## config.mk

```make
export PLATFORM = sky130hd
export DESIGN_NAME = program_mem
export DESIGN_NICKNAME = d
export VERILOG_FILES = /design/src/rtl/program_mem.sv
export SDC_FILE = /design/constraint.sdc
export NUM_CORES = 2
export LEC_CHECK = 0
export ABC_AREA = 1
export CAP_MARGIN = 10
export CORE_ASPECT_RATIO = 1.1
export CORE_MARGIN = 10
export CORE_UTILIZATION = 40
export CTS_CLUSTER_SIZE = 10
export DETAILED_ROUTE_END_ITERATION = 7
export GPL_TIMING_DRIVEN = 0
export PLACE_DENSITY = 0.53
export SLEW_MARGIN = 20
export SYNTH_ARGS = -nofsm -noshare
export SYNTH_HDL_FRONTEND = slang
export SYNTH_SLANG_ARGS = --single-unit
```

## constraint.sdc

```tcl
create_clock -name clk -period 16.3 [get_ports clk]
set_clock_uncertainty 0.15 [all_clocks]
set_input_delay 1.63 -clock clk [delete_from_list [all_inputs] [get_ports clk]]
set_output_delay 1.63 -clock clk [all_outputs]
set_load 0.005 [all_outputs]
```

## src/rtl/program_mem.sv

```systemverilog
//==============================================================================
// Module      : program_mem
// Description : Program memory with byte-stream loader (state offset, transition
//               offset, program bytes), run-mode read/write port, phase output.
// Revision    : 1.0 - initial release
//==============================================================================
`default_nettype none

module program_mem #(
    parameter int DEPTH = 256
) (
    input  logic       clk,
    input  logic       reset_n,
    input  logic       load_valid,
    input  logic [7:0] load_data,
    input  logic       load_last,
    output logic       load_ready,
    output logic       load_err,
    output logic       run,
    output logic       cycle,
    output logic [7:0] cfg_state_offs,
    output logic [7:0] cfg_trans_offs,
    input  logic [7:0] rd_addr,
    output logic [7:0] rd_data,
    input  logic       wr_en,
    input  logic [7:0] wr_addr,
    input  logic [7:0] wr_data
);

    localparam int         c_addr_w   = (DEPTH > 1) ? $clog2(DEPTH) : 1;
    localparam logic [7:0] c_ptr_last = 8'(DEPTH - 1);

    typedef enum logic [2:0] {
        IDLE   = 3'd0,
        LOAD_S = 3'd1,
        LOAD_T = 3'd2,
        LOAD_P = 3'd3,
        RUN    = 3'd4,
        ERR    = 3'd5
    } state_t;

    state_t                r_state;
    state_t                w_next;
    logic [7:0]            r_state_offs;
    logic [7:0]            r_trans_offs;
    logic [7:0]            r_ptr;
    logic                  r_cycle;
    logic [7:0]            r_rd_data;
    logic [7:0]            r_mem [DEPTH];

    logic                  w_xfer;
    logic                  w_mem_we;
    logic [c_addr_w-1:0]   w_mem_waddr;
    logic [7:0]            w_mem_wdata;

    assign load_ready     = (r_state == LOAD_S) || (r_state == LOAD_T) || (r_state == LOAD_P);
    assign load_err       = (r_state == ERR);
    assign run            = (r_state == RUN);
    assign cycle          = r_cycle;
    assign cfg_state_offs = r_state_offs;
    assign cfg_trans_offs = r_trans_offs;
    assign rd_data        = r_rd_data;
    assign w_xfer         = load_valid & load_ready;

    always_ff @(posedge clk or negedge reset_n) begin
        if (!reset_n) begin
            r_state <= IDLE;
        end else begin
            r_state <= w_next;
        end
    end

    always_comb begin
        w_next = r_state;
        case (r_state)
            IDLE:    w_next = LOAD_S;
            LOAD_S:  if (w_xfer) w_next = load_last ? ERR : LOAD_T;
            LOAD_T:  if (w_xfer) w_next = load_last ? ERR : LOAD_P;
            LOAD_P: begin
                // load_last wins: a last byte at the final address is a valid program
                if (w_xfer) begin
                    if (load_last) begin
                        w_next = RUN;
                    end else if (r_ptr == c_ptr_last) begin
                        w_next = ERR;
                    end
                end
            end
            default: w_next = r_state;
        endcase
    end

    always_ff @(posedge clk or negedge reset_n) begin
        if (!reset_n) begin
            r_state_offs <= 8'h00;
            r_trans_offs <= 8'h00;
            r_ptr        <= 8'h00;
        end else if (w_xfer) begin
            if (r_state == LOAD_S) begin
                r_state_offs <= load_data;
            end
            if (r_state == LOAD_T) begin
                r_trans_offs <= load_data;
                r_ptr        <= 8'h00;
            end
            if (r_state == LOAD_P) begin
                r_ptr <= r_ptr + 8'd1;
            end
        end
    end

    // Single write port shared between the loader and run-mode writes
    always_comb begin
        w_mem_we    = 1'b0;
        w_mem_waddr = '0;
        w_mem_wdata = 8'h00;
        if ((r_state == LOAD_P) && w_xfer) begin
            w_mem_we    = 1'b1;
            w_mem_waddr = r_ptr[c_addr_w-1:0];
            w_mem_wdata = load_data;
        end else if ((r_state == RUN) && wr_en) begin
            w_mem_we    = 1'b1;
            w_mem_waddr = wr_addr[c_addr_w-1:0];
            w_mem_wdata = wr_data;
        end
    end

    always_ff @(posedge clk) begin
        if (w_mem_we) begin
            r_mem[w_mem_waddr] <= w_mem_wdata;
        end
    end

    // Read-first: the array update above lands after this sample on the same edge
    always_ff @(posedge clk or negedge reset_n) begin
        if (!reset_n) begin
            r_rd_data <= 8'h00;
            r_cycle   <= 1'b0;
        end else if (r_state == RUN) begin
            r_rd_data <= r_mem[rd_addr[c_addr_w-1:0]];
            r_cycle   <= ~r_cycle;
        end else begin
            r_rd_data <= 8'h00;
            r_cycle   <= 1'b0;
        end
    end

endmodule

`default_nettype wire

```

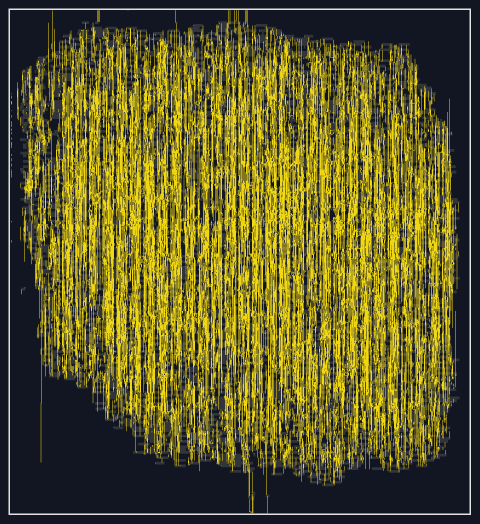
Fig. 1. Signal wires on met2.
Drawn at 1 px/um. Cells faint in the background.
The longest straight run is 186 um. The layer carries 166 mm of wire. The wires run mostly vertical.

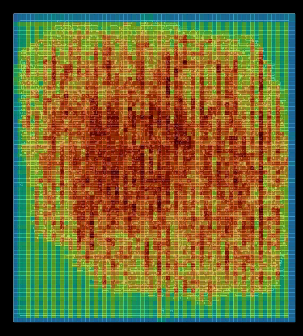
Fig. 2. Routing congestion.
layer with the highest usage: met2
met1 Track Usage GR: 37.1%
M2 GR Usage: 48.6%
met3 Use GR: 6.52%

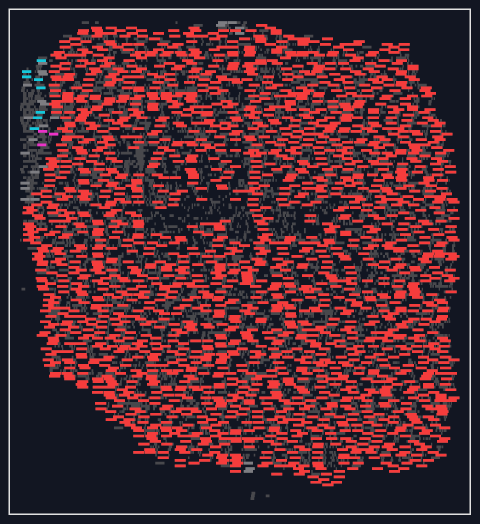
Fig. 3. Register map, names as in the netlist.
Drawn at 1 px/um.
Key: red = `r_mem` [placed flops 2048, where all over the die]; cyan = `cfg_state_offs` [placed flops 8, where upper left]; magenta = `r_state` [placed flops 3]

[cell type report]
cell class	instances	area, sq um
Antenna cell	18	45.0
Multi-Input combinational cell	4536	20300
Clock buffer	324	6170
Timing Repair Buffer	150	2940
Buffer	486	2330
Clock inverter	20	304
Tap cell	2774	3470
Sequential cell	2084	62400
Fill cell	19207	113000
Inverter	56	215
[sequential cells by signal (all words and copies together) (netlist names)]
| name | cells |
|---|---|
| cfg_state_offs | 8 |
| r_mem | 2048 |
| cycle | 1 |
| rd_data | 8 |
| r_ptr | 8 |
| r_state | 3 |
| cfg_trans_offs | 8 |
[cell families after synthesis]
logic type | after synthesis | share of synthesized area [%]
simple gates | 4421 | 22.8
fa+ha+maj | 1 | 0.0147
compound gates | 114 | 0.849
buf+inv | 542 | 2.96
flops | 2084 | 73.4
==> flow_metrics.py <==
# Metrics from the implementation run
metrics = {
    "critical_path": {
        "slowest_stage": "clkbuf_1",
        "crit_chain": "clkdlybuf4s50_1 > buf_2 > buf_2 > clkbuf_1 > nand3_1 > nand3_1 > nand3_1 > nand3_1 > nand3_1 > nand3_1 > nand3_1 > nand2_1 > nor2_1",
        "path_common_cell": "nand3_1",
        "slowest_delay_ns": 0.83,
        "crit_end": "rd_data[3]",
        "path_max_fanout": 10,
        "required_ns": 16.87,
        "r2r_setup_slack_ns": 12.04,
        "rr_worst_depth": 10,
        "crit_start": "rd_addr[1]",
        "end_kind": "flop",
        "critPathBufInv": 4,
    },
    "detailed_routing": {
        "via_per_inst": 5.92,
        "dr.first_iter.drc_count": 8988,
        "wl_met3_mm": 34.5,
        "firstDrtPassIters": 8,
        "routed_wirelength_mm": 363,
        "wire_per_inst_um": 34.8,
    },
    "final_timing": {
        "tns_ns": 0,
        "rsz0062_at_grt": "false",
        "maxSlewViolCount": 0,
        "max_freq_ghz": 0.181,
        "relSlewSlack_pct": 7.84,
        "period_minus_slack_ns": 5.53,
        "fin_ws_ns": 10.77,
    },
    "pwr": {
        "internal_power_mw": 8.56,
        "seq_power_mw": 5.80,
        "maxPowerGroup": "sequential cells",
        "p_seq_share_pct": 51.3,
        "p_clk_share_pct": 41.9,
        "ir_drop_mv": 0.0958,
        "pwr.group.clock_mw": 4.74,
        "p_leak_nw": 32.9,
    },
    "hold_path": {
        "hold_class": "reg -> reg",
        "hp-start": "cycle",
        "min_delay_path_depth": 1,
    },
    "clock_tree": {
        "postCtsSetupBuffers": 0,
        "path_clk_slew_ns": 0.06,
        "clock-sinks": 2084,
        "worstSkewPairLatency_ns": 0.93,
        "cts_hold_buffers": 0,
        "htree_num_levels": 4,
        "clk_path_buf_depth": 3,
        "ctsResizeCount": 0,
        "cts_tree": "done",
        "numCtsBuffers": 231,
    },
    "logic_synthesis": {
        "yosysMostFrequentCell": "nand2_1",
        "ys_seq_share_pct": 73.4,
        "ys_cells": 7162,
        "yosys_area_sq_mm": 0.0850,
        "async_flop_share_pct": 1.73,
        "ys_top_cells_by_count": "nand2_1 (2081), edfxtp_1 (2048), nand3_1 (1938)",
        "flop_cell": "edfxtp_1",
        "synth_cells": 7162,
        "ys_warn_count": 0,
    },
    "run_status": {
        "outcome": "completed",
    },
    "global_routing": {
        "grt_pass1_wl_mm": 487,
        "grt_pass1_vias": 58489,
        "grt.overflow.total": 0,
    },
    "layout": {
        "finish.instance_area_sq_mm": 0.0982,
        "nets": 7583,
        "final_cell_mix": "nand2_1 (2081), edfxtp_1 (2048), nand3_1 (1938), nor2_1 (275), clkbuf_1 (258)",
        "final-instance-count-excl-fill": 10448,
    },
    "floorplan": {
        "io_pins": 65,
        "fp_util_pct": 40.2,
        "die.size.y_um": 504,
    },
    "place": {
        "placed_cells": 10086,
        "hpwl_mm": 258,
        "place_area_sq_mm": 0.0917,
        "portBuffers": 58,
    },
    "flow_run": {
        "drv_cap": 0,
    },
}
Power figures rest on the tool's default switching activity, not on a simulated workload.
